$ cat config.mk
export PLATFORM = sky130hd
export DESIGN_NAME = pc_sequencer
export DESIGN_NICKNAME = d
export VERILOG_FILES = /design/src/rtl/pc_seq_pkg.sv /design/src/rtl/hack_jump_cond.sv /design/src/rtl/pc_sequencer.sv
export SDC_FILE = /design/constraint.sdc
export NUM_CORES = 1
export LEC_CHECK = 0
export ABC_AREA = 1
export CORE_MARGIN = 10
export CORE_UTILIZATION = 39
export DETAILED_ROUTE_END_ITERATION = 10
export PLACE_DENSITY_LB_ADDON = 0.08
export SETUP_SLACK_MARGIN = 0.1
export SYNTH_ARGS = -nofsm -noshare
export SYNTH_HDL_FRONTEND = slang
export SYNTH_SLANG_ARGS = --single-unit
export TNS_END_PERCENT = 100
$ cat constraint.sdc
create_clock -name clk -period 1.2 [get_ports clk]
set_input_delay 0.12 -clock clk [delete_from_list [all_inputs] [get_ports clk]]
set_output_delay 0.12 -clock clk [all_outputs]
set_load 0.02 [all_outputs]
$ cat src/rtl/pc_seq_pkg.sv
// Shared types and constants for the Hack-style PC fetch/execute sequencer.
// Optional single-step support is enabled by defining PC_SEQ_SINGLE_STEP_EN.
package pc_seq_pkg;

  localparam int PC_WIDTH   = 16;

  // Jump field and instruction-class bit positions in a Hack C-instruction
  localparam int J_LT       = 2;
  localparam int J_EQ       = 1;
  localparam int J_GT       = 0;
  localparam int CINSTR_BIT = 15;

  typedef enum logic [2:0] {
    S_IDLE,
    S_FETCH,
    S_EXEC,
    S_UPDATE,
    S_PAUSE,
    S_HALT
  } state_t;

endpackage

$ cat src/rtl/hack_jump_cond.sv
// Combinational Hack jump-condition evaluation from the jjj field and ALU flags.
// A-instructions (class bit clear) never jump.
module hack_jump_cond
  import pc_seq_pkg::*;
(
  input  logic [2:0] i_jbits,
  input  logic       i_cinstr,
  input  logic       i_zr,
  input  logic       i_ng,
  output logic       o_jump
);

  logic w_lt;
  logic w_eq;
  logic w_gt;

  assign w_lt   = i_jbits[J_LT] & i_ng;
  assign w_eq   = i_jbits[J_EQ] & i_zr;
  assign w_gt   = i_jbits[J_GT] & ~i_zr & ~i_ng;
  assign o_jump = i_cinstr & (w_lt | w_eq | w_gt);

endmodule

$ cat src/rtl/pc_sequencer.sv
// Fetch/execute sequencer driving the Hack PC: ROM fetch handshake, jump decision,
// program-end (jump-to-self) detection and ROM-ack watchdog. Define PC_SEQ_SINGLE_STEP_EN for a step input.
module pc_sequencer
  import pc_seq_pkg::*;
#(
  parameter int WIDTH       = PC_WIDTH,
  parameter int ACK_TIMEOUT = 15
) (
  input  logic             clk,
  input  logic             reset_n,
  input  logic             run,
`ifdef PC_SEQ_SINGLE_STEP_EN
  input  logic             step,
`endif
  output logic             rom_req,
  input  logic             rom_ack,
  input  logic [WIDTH-1:0] instr,
  input  logic [WIDTH-1:0] pc_q,
  input  logic [WIDTH-1:0] a_reg,
  input  logic             zr,
  input  logic             ng,
  input  logic             exec_done,
  output logic             exec_start,
  output logic [WIDTH-1:0] instr_q,
  output logic [WIDTH-1:0] pc_in,
  output logic             pc_inc,
  output logic             pc_load,
  output logic             pc_reset,
  output logic             halted,
  output logic             timeout
);

  localparam int WD_W = (ACK_TIMEOUT > 1) ? $clog2(ACK_TIMEOUT + 1) : 1;

  state_t          r_state;
  logic [WIDTH-1:0] r_instr_q;
  logic [WIDTH-1:0] r_pc_in;
  logic            r_jump;
  logic            r_self;
  logic [WD_W-1:0] r_wdog;
  logic            r_timeout;
  logic            r_rom_req;
  logic            r_exec_start;
  logic            r_pc_inc;
  logic            r_pc_load;
  logic            r_halted;
  logic            w_jump;
  logic            w_resume;
  logic            w_wdog_expired;

  hack_jump_cond u_jump_cond (
    .i_jbits  (r_instr_q[2:0]),
    .i_cinstr (r_instr_q[CINSTR_BIT]),
    .i_zr     (zr),
    .i_ng     (ng),
    .o_jump   (w_jump)
  );

`ifdef PC_SEQ_SINGLE_STEP_EN
  // run has priority; a step with run low runs one instruction and UPDATE falls back to PAUSE
  assign w_resume = run | step;
`else
  assign w_resume = run;
`endif

  assign w_wdog_expired = (ACK_TIMEOUT != 0) && ((int'(r_wdog) + 1) == ACK_TIMEOUT);

  // Control pulses are registered on entry to their state so they line up with it exactly.
  always_ff @(posedge clk or negedge reset_n) begin
    if (!reset_n) begin
      r_state      <= S_IDLE;
      r_instr_q    <= '0;
      r_pc_in      <= '0;
      r_jump       <= 1'b0;
      r_self       <= 1'b0;
      r_wdog       <= '0;
      r_timeout    <= 1'b0;
      r_rom_req    <= 1'b0;
      r_exec_start <= 1'b0;
      r_pc_inc     <= 1'b0;
      r_pc_load    <= 1'b0;
      r_halted     <= 1'b0;
    end else begin
      r_rom_req    <= 1'b0;
      r_exec_start <= 1'b0;
      r_pc_inc     <= 1'b0;
      r_pc_load    <= 1'b0;
      r_halted     <= 1'b0;
      case (r_state)
        S_IDLE: begin
          r_wdog <= '0;
          if (run) begin
            r_state   <= S_FETCH;
            r_rom_req <= 1'b1;
          end
        end
        S_FETCH: begin
          if (rom_ack) begin
            r_instr_q    <= instr;
            r_wdog       <= '0;
            r_state      <= S_EXEC;
            r_exec_start <= 1'b1;
          end else if (w_wdog_expired) begin
            r_timeout <= 1'b1;
            r_wdog    <= '0;
            r_state   <= S_HALT;
            r_halted  <= 1'b1;
          end else begin
            r_wdog    <= r_wdog + WD_W'(1);
            r_rom_req <= 1'b1;
          end
        end
        S_EXEC: begin
          if (exec_done) begin
            r_jump    <= w_jump;
            r_pc_in   <= a_reg;
            r_self    <= (a_reg == pc_q);
            r_pc_load <= w_jump;
            r_pc_inc  <= ~w_jump;
            r_state   <= S_UPDATE;
          end
        end
        S_UPDATE: begin
          if (r_jump && r_self) begin
            r_state  <= S_HALT;
            r_halted <= 1'b1;
          end else if (!run) begin
            r_state <= S_PAUSE;
          end else begin
            r_state   <= S_FETCH;
            r_rom_req <= 1'b1;
          end
        end
        S_PAUSE: begin
          if (w_resume) begin
            r_state   <= S_FETCH;
            r_rom_req <= 1'b1;
          end
        end
        S_HALT: begin
          if (!run) begin
            r_state <= S_IDLE;
          end else begin
            r_halted <= 1'b1;
          end
        end
        default: r_state <= S_IDLE;
      endcase
    end
  end

  assign rom_req    = r_rom_req;
  assign exec_start = r_exec_start;
  assign instr_q    = r_instr_q;
  assign pc_in      = r_pc_in;
  assign pc_inc     = r_pc_inc;
  assign pc_load    = r_pc_load;
  assign halted     = r_halted;
  assign timeout    = r_timeout;
  // Clear is requested during the IDLE cycle itself so the first fetch already sees PC=0
  assign pc_reset   = reset_n & run & (r_state == S_IDLE);

endmodule

Run 1, zoomed window:
Region (28, 48) to (68, 88) um. Cells in grey, sequential cells in the stronger grey; small squares are vias.
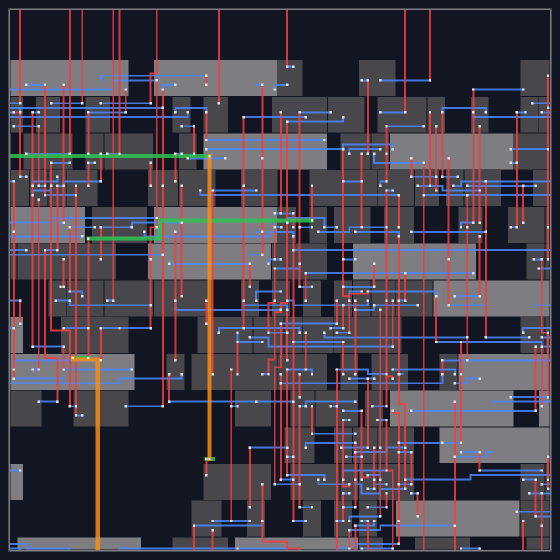
legend:
  M2:
    colour: red
  M3:
    colour: green
  M4:
    colour: orange
  M1:
    colour: blue
netlist names of flops here include: instr_q (4), r_state (3), r_wdog (3)
cells with their middle in the window: 100
most frequent: nand2_1 (21), dfrtp_1 (14), buf_4 (13)
sequential cells in the window: 14

Run 1, logic cells by family:
Scale: 4 px per um.
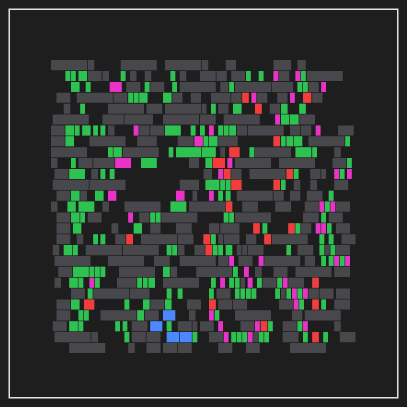
legend:
  xor and xnor cells:
    colour: blue
    cells: 4
    most_used: xnor2_1
    where: bottom centre
  nand cells:
    colour: green
    cells: 158
    most_used: nand2_1
  inv cells:
    colour: magenta
    cells: 42
    most_used: inv_1
  aoi and oai cells:
    colour: red
    cells: 23
    most_used: o21ai_1

Run 1, register map, names as in the netlist:
Scale: 4 px per um. Other sequential cells in the stronger grey, the rest of the logic in the fainter grey.
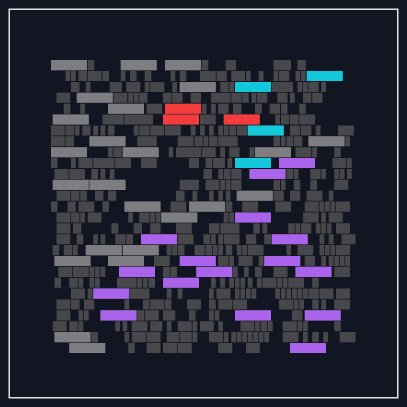
legend:
  r_state:
    colour: red
    sequential_cells: 3
  r_wdog:
    colour: cyan
    sequential_cells: 4
  pc_in:
    colour: purple
    sequential_cells: 16
not coloured: 24

==> ci_impl_report.md, run 1 <==
## Synthesis and layout report

| Metric | Value |
|---|---|
| Final hold slack | `-0.0253 ns` |
| Register area | `0.00118 sq mm` |
| Top cell type by total area after synthesis | `dfrtp_1` |
| Slew HR | `0.595` |
| Setup WS post-layout | `-0.158 ns` |
| Routed via count | `2296` |
| Die Size | `0.00936 sq mm` |
| Number of I/O pins | `94` |
| Clk sinks | `47` |
| Congestion Overflow GR | `0` |
| Dpl ws | `-0.286 ns` |
| Dpl hpwl | `5080 um` |
| Final ANT Viol Nets | `0` |
| Final number of hold-violating endpoints | `47` |
| Share of post-route cells with drive strength above 1 | `0.308` |
| Cell count listed in synth_stat.txt | `299` |
| Failing checks | `negative hold slack, negative setup slack` |
| Count of final setup violators | `46` |
| Clk ins delay skew pair | `0.31 ns` |
| N_diodes | `0` |
| Chip width | `96.8 um` |
| Distinct cells, synth | `24` |
| Placed cell area | `0.00353 sq mm` |
| PwrDens | `2010 mW/mm^2` |
| Final instance area | `0.00374 sq mm` |
| Tool warnings | `30` |
| Comb. cell area | `0.00104 sq mm` |
| TritonRoute pass-1 iters | `4` |
| TritonCTS clock tree | `done` |
| Part of the Yosys area used for sequential elements | `0.512` |
| Synthesized registers | `47` |
| Global-route wire length before repair | `11100 um` |
| Min Clock Period, post-route | `1.36 ns` |
| RSZ-0062 raised after global routing | `true` |
| Most instantiated logic cells after routing | `nand2_1, clkdlybuf4s50_1, dfrtp_1, inv_1, buf_4` |
| Die height | `96.8 um` |
| Fillers | `506` |
| Syn Inst Count | `299` |
| GRT Resource Usage Total | `0.140` |
| Syn nets | `356` |
| Clock-pin slew on the worst setup and hold paths | `0.09 ns` |
| Hold Buf Count CTS | `0` |
| Ys flop type | `dfrtp_1` |
| Outcome | `finished with violations` |
| Initial Util | `0.410` |
| Cell Area, Synth | `0.00230 sq mm` |
| DRT Wirelength | `6780 um` |
| Vias in the first global route | `2320` |
| Initial DRC Count | `47` |
| Pin count of the biggest net entering global routing | `48` |
| DRC Markers | `0` |
| CP startpoint kind | `flop` |
| WP data required | `1.44 ns` |
| Syn-to-layout area delta | `62.9%` |
| Num rows | `27` |
| Post-synth EDFFs | `0` |
| Critical path type | `reg2reg` |
| H-Tree Depth | `2` |
| Pins over their slew limit | `0` |
| Critical Path Fanout Max | `8` |
[run 1: per-layer routing]
layer  GRT usage  share of wire
met1       0.158           0.44
met2       0.239           0.50
met3      0.0504          0.054
met4      0.0406          0.010
met5           0              0
[run 1: cell families after synthesis]
| group | count (synthesis) | synth area share |
|---|---|---|
| flops | 47 | 0.512 |
| fa+ha+maj | 2 | 0.0109 |
| buf+inv | 47 | 0.0893 |
| simple gates | 176 | 0.319 |
| xor+xnor | 4 | 0.0152 |
| compound gates | 23 | 0.0539 |
[run 1: worst max-delay path, cell delays in order (launching register included)]
cell     delay, ns
dfrtp_1       0.40
buf_6         0.13
nor2_4        0.13
nand2_4       0.09
nor2_8        0.23
buf_8         0.19
nand2_2       0.05
nand2_1       0.06
[run 1: cell usage after synthesis (2+ instances only)]
cell / number
nand2_1: 139
dfrtp_1: 47
a21oi_1: 3
ha_1: 2
buf_6: 2
nand2_2: 2
buf_4: 2
buf_2: 2
nor2_4: 2
nand4_1: 2
nand3_1: 13
inv_1: 36
xnor2_1: 4
o21ai_0: 16
o211ai_1: 2
nor2_1: 15
inv_2: 3
[run 1: stage by stage]
stage / hold WS, ns / setup TNS [ns] / util / power (mW) / cells
6_report: -0.0253 / -3.61 / 0.667 / 7.50 / 507
5_1_grt: 0.0245 / -7.23 / 0.667 / 8.06 / 507
4_1_cts: 0.00765 / -2.88 / 0.673 / 7.63 / 504
3_5_place_dp: 0.342 / -2.12 / 0.629 / 6.43 / 491
3_3_place_gp: 0.341 / -1.38 / 0.629 / 6.34 / 491
2_1_floorplan: -0.176 / -0.251 / - / 4.52 / 299
[run 1: path summary, 6_finish.rpt]
path / start / to / slack, ns / depth (start not counted)
max in group asynchronous: reset_n / pc_in[6] / 0.81 / 2
setup reg to reg: r_state[1] / instr_q[0] / -0.16 / 7
min in group clk: instr[12] / instr_q[12] / 0.35 / 3
setup / recovery: r_state[1] / instr_q[0] / -0.16 / 7
hold reg to reg: pc_in[4] / pc_in[4] / 0.47 / 2
hold / removal: reset_n / pc_in[10] / -0.03 / 2
[run 1: final cells by class]
type / count / area share
Multi-Input combinational cell: 205 / 0.278
Inverter: 40 / 0.0435
Tap cell: 72 / 0.0241
Timing Repair inverter: 2 / 0.00401
Clock inverter: 1 / 0.00201
Sequential cell: 47 / 0.314
Timing Repair Buffer: 133 / 0.308
Clock buffer: 7 / 0.0258
[run 1: power breakdown]
part           switching (mW)  internal [mW]  total (mW)
clock                   0.555          0.525        1.08
sequential              0.329           2.20        2.53
combinational            2.25           1.64        3.89
total                    3.14           4.36        7.50
[run 1: timing repair]
action	in CTS	in global routing
gates resized	154	49
gates cloned	2	2
endpoints found under the setup margin	86	70
setup buffers	3	1
pin swaps	22	14
[run 1: sequential cells by signal, indices dropped and copies added (netlist names)]
signal and count:
r_jump 1, instr_q 16, rom_req 1, pc_inc 1, r_wdog 4, r_state 3, pc_in 16, exec_start 1
timeout 1, pc_load 1, halted 1, r_self 1
==> run 2: changes to the inputs <==
- CORE_UTILIZATION: 39 -> 55
- DONT_BUFFER_PORTS: default -> 1
- HOLD_SLACK_MARGIN: default -> 0.15
Run 2, zoomed window:
Region (22, 39) to (62, 79) um. Cells in grey, sequential cells in the stronger grey; small squares are vias.
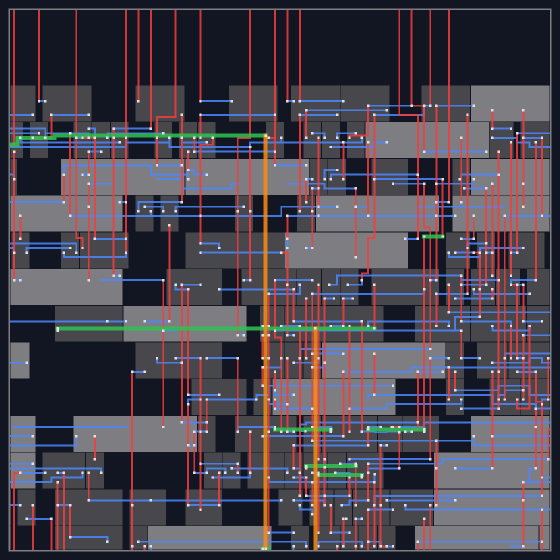
legend:
  M2:
    colour: red
  M3:
    colour: green
  M1:
    colour: blue
  M4:
    colour: orange
most frequent: nand2_1 (34), dfrtp_1 (19), buf_4 (9)
netlist names of flops here include: instr_q (7), r_wdog (4), r_state (3)
cells with their middle in the window: 114
sequential cells in the window: 19

==> run 2 against run 1 <==
  * The flow still finishes with violations (negative hold slack, negative setup slack)
  * Register-to-register slack better by 0.04 ns
  * Critical path type unchanged
  * Clock skew fell by 0.0037 ns
  * Flip-flop count did not move
  * Largest power group is now sequential cells
  * Core utilization is 15 points higher
  * Synthesized cell count unchanged
  * Global-route usage grew 3.8 points
  * Critical endpoint is now r_state[2]
  * Non-clock buffer count decreased by 67
  * Largest cell class unchanged
==> ci_impl_report.md, run 2 <==
## Synthesis and layout report

| Metric | Value |
|---|---|
| Outcome | `finished with violations` |
| Failing checks | `negative hold slack, negative setup slack` |
| Tot Pwr | `6.79 mW` |
| DRT Wirelength | `6590 um` |
| Syn-to-layout area delta | `43.6%` |
| Clk ins delay skew pair | `0.29 ns` |
| Dpl ws | `-0.227 ns` |
| TritonRoute pass-1 iters | `4` |
| Part of the Yosys area used for sequential elements | `0.512` |
| Top cells by area | `dfrtp_1, nand2_1, inv_1, o21ai_0, nand3_1` |
| Fillers | `247` |
| Gpl congestion | `0.783` |
| Initial antenna violation count | `0` |
| Critical path type | `reg2reg` |
| TritonCTS clock tree | `done` |
| Synthesized registers | `47` |
| DRC Markers | `0` |
| Post-synth top cells | `nand2_1, dfrtp_1, inv_1` |
| CP startpoint kind | `flop` |
| Dpl hpwl | `4090 um` |
| Num rows | `23` |
| Critical Path Fanout Max | `4` |
| Tightest Pin Transition | `0.400 ns` |
| WP data required | `1.43 ns` |
| Final instance area | `0.00330 sq mm` |
| Post-synth EDFFs | `0` |
| Chip width | `84.6 um` |
| Pins over their slew limit | `0` |
| Setup WS post-layout | `-0.120 ns` |
| Port bufs | `0` |
| Dominant logic cell type in the layout | `nand2_1` |
| Initial DRC Count | `136` |
| Min Clock Period, post-route | `1.32 ns` |
| Register area | `0.00118 sq mm` |
| Pin count of the biggest net entering global routing | `49` |
| Count of final setup violators | `35` |
| WL/cell | `15.9 um` |
| Routed via count | `2134` |
| Distinct cells, synth | `24` |
| Slew HR | `0.733` |
| Number of I/O pins | `94` |
| Share of post-route cells with drive strength above 1 | `0.238` |
| WP data arrival | `1.55 ns` |
| Initial Util | `0.570` |
| Tool warnings | `32` |
| Core box area | `0.00403 sq mm` |
| Max Cap Viol | `0` |
| Synth top cell by count | `nand2_1` |
| Fin util | `0.819` |
| Longest Clk Path Bufs | `2` |
| Worst reg2reg path depth | `8` |
| N_diodes | `0` |
| Final number of hold-violating endpoints | `47` |
| Synth top area share | `0.512` |
| Post-route clock period utilization | `1.10` |
| Syn nets | `356` |
| PwrDens | `2060 mW/mm^2` |
| VDD IR max | `1330 uV` |
| Syn Inst Count | `299` |
| Congestion Overflow GR | `0` |
| Clk sinks | `47` |
| Final #Nets | `422` |
| Vias in the first global route | `2194` |
| Yosys warns | `0` |
| Most instantiated logic cells after routing | `nand2_1, dfrtp_1, dlygate4sd3_1, inv_1` |
| Final hold slack | `-0.483 ns` |
| Fraction of registers with async set/reset | `1.00` |
| H-Tree Depth | `2` |
| Die Size | `0.00716 sq mm` |
| R2r setup slk | `-0.12 ns` |
| Die height | `84.6 um` |
| Yosys chip area | `0.00230 sq mm` |
| Comb. cell area | `0.00113 sq mm` |
| Worst Setup End Kind | `flop` |
| Final ANT Viol Nets | `0` |
| Clock-pin slew on the worst setup and hold paths | `0.08 ns` |
| CTS Buf Count | `5` |
| Clk_skew | `0.00478 ns` |
| Top cell type by total area after synthesis | `dfrtp_1` |
| Ys flop type | `dfrtp_1` |
| RSZ-0062 raised after global routing | `true` |
| Cell Area, Synth | `0.00230 sq mm` |
| GRT Resource Usage Total | `0.178` |
| Placed cell area | `0.00244 sq mm` |
| Worst min-delay path class | `in2async` |
| Cell count listed in synth_stat.txt | `299` |
| CTS Root Buffer Type | `clkbuf_8` |
| Global-route wire length before repair | `10500 um` |
Run 2, logic cells by family:
Scale: 6 px per um.
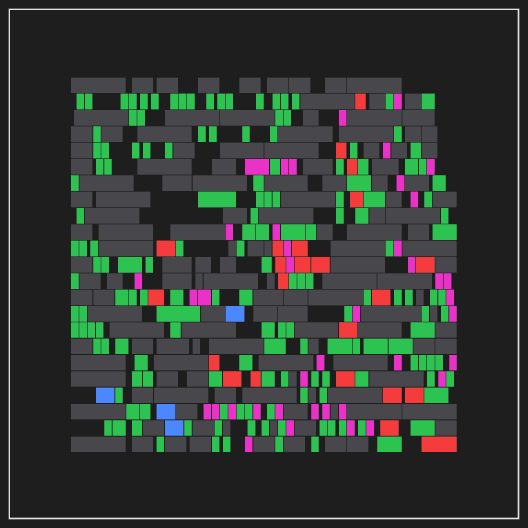
legend:
  xor and xnor cells:
    colour: blue
    cells: 4
    most_used: xnor2_1
  inv cells:
    colour: magenta
    cells: 40
    most_used: inv_1
  nand cells:
    colour: green
    cells: 158
    most_used: nand2_1
    where: all over the die
  aoi and oai cells:
    colour: red
    cells: 23
    most_used: o21ai_2

==> run 2: routing by layer <==
layer	vias up	wire length (um)	track usage	part of all wire
met3	10	597	0.0754	0.091
met4	0	102	0.0509	0.015
met5	-	0	0	0
li1	1039	-	-	-
met2	81	3510	0.318	0.53
met1	1004	2380	0.186	0.36
==> run 2: cell type report <==
class                           count  share of cell area
Clock buffer                        6              0.0250
Tap cell                           50              0.0190
Clock inverter                      1             0.00152
Multi-Input combinational cell    205               0.344
Inverter                           40              0.0486
Sequential cell                    47               0.357
Timing Repair Buffer               66               0.206
==> run 2: critical path: stages, from the launching register on <==
cell and delay (ns):
dfrtp_1 0.41, buf_6 0.13, nor2_4 0.13, nand2_4 0.10
nor2_4 0.16, inv_1 0.08, o21ai_0 0.09, nand3_1 0.09
nand2_1 0.07
==> run 2: worst paths after layout <==
kind / end / start
min in group clk: r_state[0] / exec_done
worst max-delay path: r_state[2] / r_state[1]
worst max register to register: r_state[2] / r_state[1]
worst min-delay path: pc_in[1] / reset_n
worst min register to register: r_jump / r_jump
max in group asynchronous: r_wdog[3] / reset_n
==> run 2: cells by family after synthesis <==
family / count (synthesis) / share of synthesized area
buffers and inverters: 47 / 0.0893
AOI/OAI and AO/OA: 23 / 0.0539
and+or+nand+nor: 176 / 0.319
xor gates and xnor gates: 4 / 0.0152
adders and majority gates: 2 / 0.0109
DFF: 47 / 0.512
==> run 2: where the power goes <==
| part | switching (mW) | leakage (nW) | internal [mW] |
|---|---|---|---|
| Sequential | 1.24 | 0.597 | 2.20 |
| Clock | 0.480 | 0.0470 | 0.452 |
| Combinational | 1.29 | 1.07 | 1.13 |
==> run 2: what timing repair did <==
item,4_1_cts,5_1_grt
cloned,2,0
endpoints found under the hold margin,90,56
buffers inserted,10,1
pin swaps,10,9
resized,29,39
endpoints found under the setup margin,46,48
hold buffers,40,1
==> run 2: stage by stage <==
step           std cells  TNS [ns]
6_report             415     -1.33
3_5_place_dp         355    -0.992
2_1_floorplan        299    -0.251
5_1_grt              415     -4.70
3_3_place_gp         355    -0.652
4_1_cts              414     -1.48
==> run 3: changes to the inputs <==
- ABC_AREA: 1 -> 0
- SETUP_SLACK_MARGIN: 0.1 -> default
Run 3, register map, names as in the netlist:
Scale: 6 px per um. Other sequential cells in the stronger grey, the rest of the logic in the fainter grey.
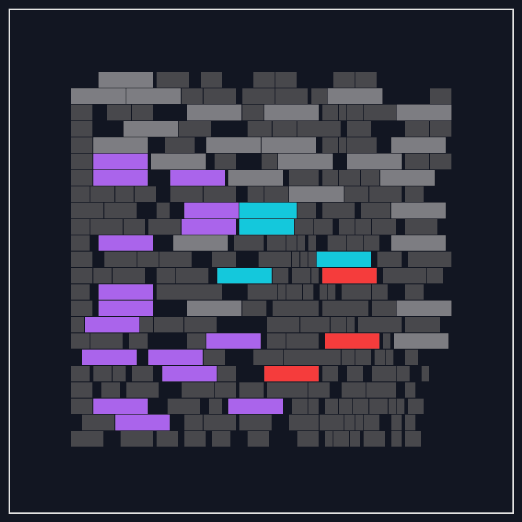
legend:
  pc_in:
    colour: purple
    sequential_cells: 16
  r_wdog:
    colour: cyan
    sequential_cells: 4
    where: centre
  r_state:
    colour: red
    sequential_cells: 3
not coloured: 24

==> run 3 against run 2 <==
  * The flow still finishes with violations (negative hold slack, negative setup slack)
  * Critical path depth decreased by 3
  * Sequential power about the same
  * Flip-flop count unchanged
  * Routed wire length decreased by 5.5%
  * Combinational power increased by 34%
  * Sequential share of layout area increased by 0.45 points
  * First-iteration DRC count decreased by 52%
  * Core utilization increased by 0.24 points
  * Setup slack got worse by 0.43 ns
  * Fmax decreased by 25%
==> ci_impl_report.md, run 3 <==
## Synthesis and layout report

| Metric | Value |
|---|---|
| Outcome | `finished with violations` |
| Failing checks | `negative hold slack, negative setup slack` |
| DRT Wirelength | `6230 um` |
| Global-route wire length before repair | `10200 um` |
| Mux frac, synth | `0.178` |
| Final hold slack | `-0.503 ns` |
| Clk ins delay skew pair | `0.31 ns` |
| Chip width | `83.7 um` |
| Final #Nets | `301` |
| CTS Root Buffer Type | `clkbuf_8` |
| Port bufs | `0` |
| Clk sinks | `47` |
| DRC Markers | `0` |
| TritonRoute pass-1 iters | `4` |
| Routed via count | `1621` |
| Setup WS post-layout | `-0.549 ns` |
| Syn nets | `234` |
| Tot Pwr | `7.92 mW` |
| Core box area | `0.00397 sq mm` |
| Ys flop type | `dfrtp_1` |
| Yosys warns | `0` |
| Clk_skew | `0.00657 ns` |
| Top cell type by total area after synthesis | `dfrtp_1` |
| Number of I/O pins | `94` |
| Synth top cell by count | `dfrtp_1` |
| Simple Share, Synth | `0.102` |
| Comb area leader | `multiplexers` |
| RSZ-0062 raised after global routing | `true` |
| N_diodes | `0` |
| Cell Int Power | `4.89 mW` |
| Min Clock Period, post-route | `1.75 ns` |
| Critical path type | `reg2reg` |
| WP data arrival | `1.95 ns` |
| Gpl congestion | `0.830` |
| Placed cell area | `0.00242 sq mm` |
| Final instance area | `0.00326 sq mm` |
| Fa+ha+maj area frac | `0.0112` |
| Fraction of registers with async set/reset | `1.00` |
| Distinct cells, synth | `37` |
| Die height | `83.7 um` |
| Compound Share, Synth | `0.0840` |
| Die Size | `0.00701 sq mm` |
| Synth top area share | `0.527` |
| Syn-to-layout area delta | `46.0%` |
| Count of final setup violators | `47` |
| Yosys chip area | `0.00223 sq mm` |
| Logic pwr share | `0.409` |
| Post-synth EDFFs | `0` |
| Initial DRC Count | `65` |
| Pin count of the biggest net entering global routing | `49` |
| Dpl ws | `-0.529 ns` |
| Worst min-delay path class | `in2async` |
| Num rows | `23` |
| Clock-pin slew on the worst setup and hold paths | `0.09 ns` |
| PwrDens | `2430 mW/mm^2` |
| Final number of hold-violating endpoints | `47` |
Run 3, zoomed window:
Region (22, 39) to (62, 79) um. Cells in grey, sequential cells in the stronger grey; small squares are vias.
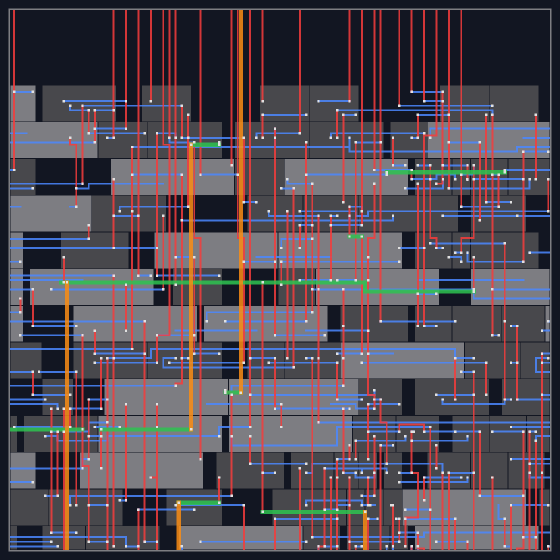
legend:
  M1:
    colour: blue
  M2:
    colour: red
  M3:
    colour: green
  M4:
    colour: orange
cells with their middle in the window: 88
sequential cells in the window: 21
most frequent: dfrtp_1 (20), mux2_4 (12), dlygate4sd3_1 (12)
netlist names of flops here include: instr_q (11), r_wdog (4), pc_in (3)

-- run 3: kinds of logic (layout without fill, tap and decap cells) --
group | Yosys count | count (layout)
buf+inv | 12 | 78
flops | 47 | 47
mux | 35 | 35
xor+xnor | 18 | 18
compound gates | 22 | 22
fa+ha+maj | 2 | 2
simple gates | 41 | 43
-- run 3: metrics by stage --
step | hold WS, ns | util | setup TNS, ns | instances
detailed placement | -0.173 | 0.610 | -19.32 | 237
CTS | -0.505 | 0.807 | -17.30 | 294
global placement | -0.174 | 0.610 | -18.10 | 237
floorplan | -0.176 | - | -12.92 | 177
finish | -0.503 | 0.821 | -17.37 | 295
global route | -0.516 | 0.821 | -19.62 | 295
-- run 3: area by class of cell --
class | count | area (sq um)
Multi-Input combinational cell | 120 | 1230
Sequential cell | 47 | 1180
Fill cell | 206 | 711
Timing Repair Buffer | 66 | 651
Clock buffer | 6 | 82.6
Tap cell | 50 | 62.6
Clock inverter | 2 | 38.8
Inverter | 4 | 15.0
-- run 3: critical path, cell delays in order (launching register included) --
cell and delay (ns):
dfrtp_1 0.39, or4b_4 0.55, a31oi_4 0.18, o31ai_4 0.11, o311ai_4 0.08, mux2_4 0.32
-- run 3: layer usage --
| layer | wire length (um) | global-route usage |
|---|---|---|
| met1 | 2300 | 0.188 |
| met2 | 3240 | 0.310 |
| met3 | 569 | 0.0781 |
| met4 | 114 | 0.0639 |
| met5 | 0 | 0 |
-- run 3: power groups by stage --
stage	logic, mW	clock network (mW)	registers (mW)
2_1_floorplan	1.58	0	3.33
3_3_place_gp	1.97	0	3.41
3_5_place_dp	2.07	0	3.45
4_1_cts	3.05	1.24	3.44
5_1_grt	3.46	1.31	3.54
6_report	3.24	1.23	3.45
-- run 3: final timing paths --
path                       startpoint         end  slack [ns]  cells past startpoint
min                           reset_n  r_state[2]       -0.50                      0
max reg2reg                r_state[1]  r_state[2]       -0.55                      5
max in group asynchronous     reset_n   pc_in[15]        1.61                      0
min in group clk              rom_ack  exec_start        0.13                      3
max                        r_state[1]  r_state[2]       -0.55                      5
min reg2reg                    r_jump      r_jump        0.54                      1
-- run 3: repair_timing --
| item | CTS | global route |
|---|---|---|
| hold endpoints to repair | 82 | 48 |
| pin swaps | 11 | 5 |
| resized | 53 | 12 |
| cloned | 2 | 0 |
| buffers inserted | 13 | 2 |
| endpoints found under the setup margin | 48 | 48 |

==> gallery <==
Routing congestion map.
picture 1
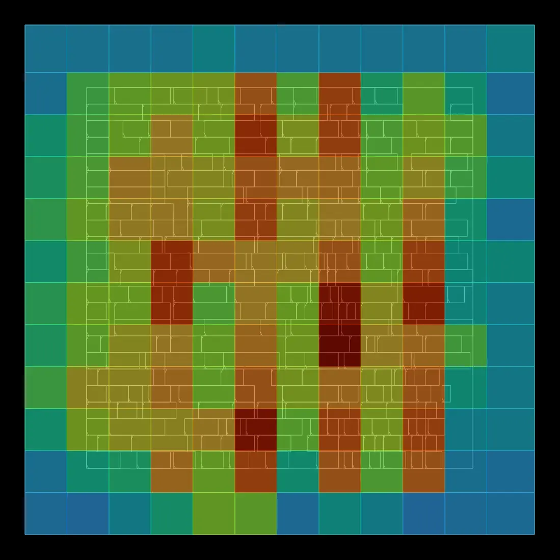
picture 2
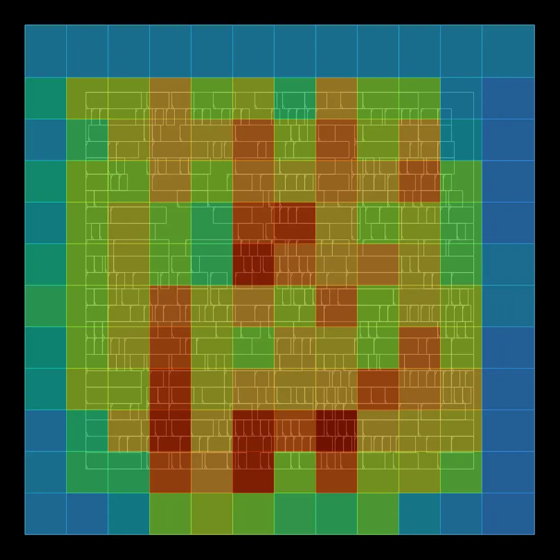
| from | picture |
|---|---|
| run 3 | picture 1 |
| run 2 | picture 2 |
The one with the most wire per cell is picture 1.

No activity file was given, so power comes from the tool's default toggle rates.
